==> config.mk <==
export PLATFORM = sky130hd
export DESIGN_NAME = bcd_countdown99_flat
export DESIGN_NICKNAME = d
export VERILOG_FILES = /design/src/rtl/bcd_pkg.sv /design/src/rtl/bcd_countdown99_if.sv /design/src/rtl/bcd_prescaler.sv /design/src/rtl/bcd_countdown99.sv /design/src/flat_wrapper.sv
export SDC_FILE = /design/constraint.sdc
export NUM_CORES = 1
export LEC_CHECK = 0
export ABC_AREA = 1
export CORE_ASPECT_RATIO = 0.75
export CORE_MARGIN = 4
export CORE_UTILIZATION = 45
export DETAILED_ROUTE_END_ITERATION = 8
export GPL_TIMING_DRIVEN = 0
export PLACE_DENSITY = 0.79
export SYNTH_ARGS = -nofsm -noshare
export SYNTH_HDL_FRONTEND = slang
export SYNTH_SLANG_ARGS = --single-unit
==> constraint.sdc <==
create_clock -name CP -period 1.6 [get_ports CP]
set_clock_uncertainty 0.1 [all_clocks]
set_input_delay 0.24 -clock CP [delete_from_list [all_inputs] [get_ports CP]]
set_output_delay 0.24 -clock CP [all_outputs]
set_load 0.01 [all_outputs]
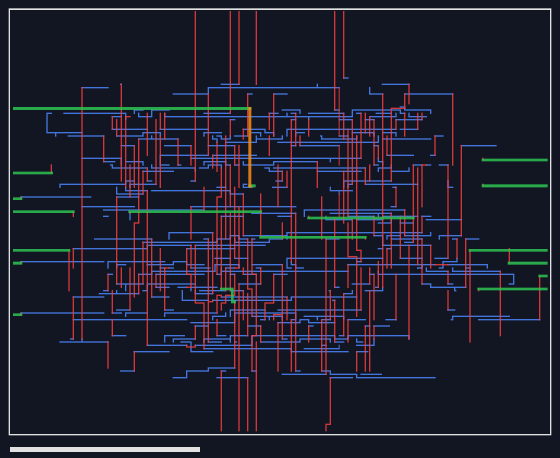
(images/metal_stack.png)
Scale bar: 20 um.
legend:
  blue:
    layer: met1
    wire_length: 962 um
  green:
    layer: met3
    wire_length: 115 um
  orange:
    layer: met4
    wire_length: 8.20 um
  red:
    layer: met2
    wire_length: 892 um
overall routing resource usage: 0.169
WL/cell: 11.8 um
final wirelength: 1980 um
count of vias placed by the detailed router: 837

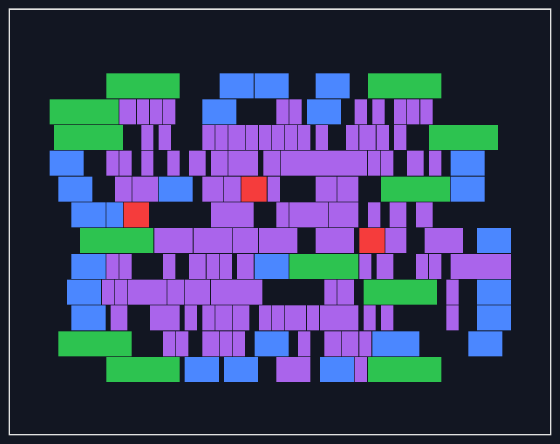
(images/cell_classes.png)
legend:
  purple:
    class: all other logic
    cells: 106
  blue:
    class: other buffers and delay cells
    cells: 25
  red:
    class: cells driving clock nets
    cells: 3
  green:
    class: flip-flops
    cells: 12
sequential share of cell area: 0.220
number of standard-cell rows in the floorplan: 12

==> impl_results.rst <==
Synthesis and place-and-route
=============================

.. list-table::
   :header-rows: 1

   * - Metric
     - Value
   * - Run status
     - finished, final reports clean
   * - Count of buffers inserted at the top-level ports
     - 23
   * - Top-area cell type share of the netlist area
     - 0.297
   * - Post-synthesis net count
     - 136
   * - Worst Setup End Kind
     - primary output
   * - Slew headroom
     - 0.820
   * - CP Max Fanout
     - 5
   * - Initial standard-cell utilization of the core
     - 0.509
   * - Worst IR drop on VDD
     - 0.517 mV
   * - Number of H-tree levels
     - 1
   * - Total iterations of the first detailed-routing run
     - 4
   * - Half-perimeter wire length of the detailed placement result
     - 1500 um
   * - Cell chosen for the clock root
     - clkbuf_4
   * - Biggest area contributors in the synthesized netlist
     - dfxtp_1 30%, nand2_1 16%, nand3_1 7.4%
   * - Ratio of cells with drive above 1 in the final layout
     - 0.226
   * - Worst slew pin tran
     - 0.269 ns
   * - Final weighted congestion in routability-driven placement
     - 0.813
   * - Pwr per Cell Area
     - 669 nW/um^2
   * - Count of distinct cell types in the synthesized netlist
     - 25
   * - Worst path depth
     - 1
   * - Category of the most critical setup path
     - flip-flop to primary output
   * - Count of cells along the worst register-to-register path
     - 10
   * - Delay-heaviest family, CP
     - buffers and inverters
   * - Number of max-cap violations
     - 0
   * - CP Data Required Time
     - 1.26 ns
   * - Nets
     - 164
   * - Sink count of the clock tree
     - 12
   * - CTS tree
     - yes
   * - Peak clock frequency supported by timing
     - 646 MHz
   * - Iteration-0 DRC Markers
     - 13
   * - Cell type with the largest total area after synthesis
     - dfxtp_1
   * - Number of buffer and inverter stages on the critical path
     - 1
   * - Cells along the critical path
     - clkdlybuf4s50_1
   * - Number of stages on the worst hold path
     - 2
   * - Yosys synthesis chip area
     - 810 um^2
   * - Number of global-route vias before repair
     - 722
   * - Final global-route overflow total
     - 0
   * - Post-route clock period utilization
     - 0.967
   * - Slowest cell delay on critical path
     - 0.55 ns
   * - Util after Layout
     - 0.711
   * - Overall Power
     - 0.000758 W
   * - Cell area after synthesis
     - 810 um^2
   * - Register-to-register setup slack
     - 0.14 ns
   * - Vias per cell
     - 5.01
   * - Tightest Hold Check Type
     - flip-flop to flip-flop
   * - Antenna diode instance count
     - 0
   * - Global-route wire length before repair
     - 3350 um
   * - Maximum number of pins on one net before global-route repair
     - 11
   * - DRC violation count after routing
     - 0
   * - Count of pins over their slew limit
     - 0
   * - Clock insertion delay at the later pin of the skew report
     - 0.27 ns
   * - Critical path startpoint category
     - flip-flop
   * - Die Wd
     - 57.0 um
   * - Gate count of the mapped netlist
     - 120
   * - Leakage power total
     - 0.543 nW
   * - Clock-pin slew on the worst setup and hold paths
     - 0.07 ns
   * - Slowest CP cell
     - clkdlybuf4s50_1
   * - Number of primary I/O pins
     - 24
   * - Total setup violations reported at the end of the flow
     - 0
   * - Post-DRT Antenna Nets
     - 0
   * - Post-route minimum period
     - 1.55 ns
   * - Yosys warning total
     - 0
   * - Number of endpoints with negative hold slack in the final report
     - 0
   * - Max Root-Sink Buffers
     - 2
   * - Number of buffers created by CTS
     - 3
   * - Area of the core
     - 1590 um^2
   * - Sequential area share after synthesis
     - 0.297
   * - Avg Inst Size Synth
     - 6.75 um^2
   * - Vertical die dimension
     - 44.7 um
   * - Tool warnings
     - 27
   * - Arr. time, crit path
     - 1.21 ns
   * - Antenna violations before repair
     - 0
   * - Area of the die
     - 2550 um^2
   * - Area growth from synthesis to layout
     - 39.9%
   * - Post-cts hold-fix buffer tally
     - 0
   * - Yosys cell count
     - 120
   * - Final Hold Slack
     - 0.407 ns
   * - Yosys reg bits
     - 12
[area by class of cell]
type                       instances  area [um^2]
multi-input combinational         90          523
fill                             144          459
sequential                        12          249
timing repair buffer              23          230
inverter                          16         62.6
tap                               21         26.3
clock buffer                       3         22.5
buffer                             2         18.8
[repair_timing]
| action | 4_1_cts | 5_1_grt |
|---|---|---|
| setup buffers | 0 | 0 |
| pin swaps | 0 | 1 |
| setup endpoints to repair | 3 | 7 |
| resized | 3 | 13 |
[cells by family after synthesis]
group / after synthesis / share of synthesized area
AOI/OAI and AO/OA: 14 / 0.0974
xor gates and xnor gates: 2 / 0.0216
adders and majority gates: 3 / 0.0464
buffers and inverters: 18 / 0.100
DFF: 12 / 0.297
and+or+nand+nor: 71 / 0.437
[where the power goes]
part	internal (W)	switching (W)	total, W
combinational	0.000118	0.000119	0.000237
clock	0.0000870	0.0000918	0.000179
sequential	0.000321	0.0000209	0.000342
total	0.000527	0.000232	0.000758
[synth_stat cells]
library cell,count
inv_4,1
nand3_1,12
buf_2,1
o21ai_0,2
nand2_4,4
ha_1,3
nand3_4,1
a22oi_1,1
clkbuf_8,1
nor2_4,2
a31o_2,1
inv_1,12
o211ai_1,1
nand4_1,1
o21ai_1,6
inv_2,3
xor2_1,1
nand3b_1,1
nor2_1,12
a21oi_1,3
nor2_2,2
nand2_2,1
dfxtp_1,12
xnor2_1,1
nand2_1,35
[routing by layer]
layer | global-route usage | vias to the layer above | share of wire
met3 | 0.0600 | 2 | 0.058
met4 | 0.0278 | 0 | 0.0040
met1 | 0.248 | 378 | 0.49
met5 | 0 | - | 0
met2 | 0.241 | 22 | 0.45
li1 | - | 435 | -
[layout by cell type (no fill, tap or decap), types with 3 or more instances in the layout]
cell type / count
a21oi_1: 3
clkbuf_4: 3
clkdlybuf4s50_1: 23
dfxtp_1: 5
dfxtp_2: 7
inv_1: 11
inv_2: 4
nand2_1: 34
nand2_4: 4
nand3_1: 11
nor2_1: 11
nor2_4: 4
o21ai_1: 6
[through the flow]
step | instances | setup TNS [ns] | area [um^2] | setup slack (ns)
detailed placement | 164 | -0.845 | 1070 | -0.151
global placement | 164 | -0.886 | 1070 | -0.153
global route | 167 | -0.0153 | 1130 | -0.0123
CTS | 167 | 0 | 1090 | 0.0179
finish | 167 | 0 | 1130 | 0.0522
floorplan | 120 | 0 | 810 | 0.124
Power figures rest on the tool's default switching activity, not on a simulated workload.
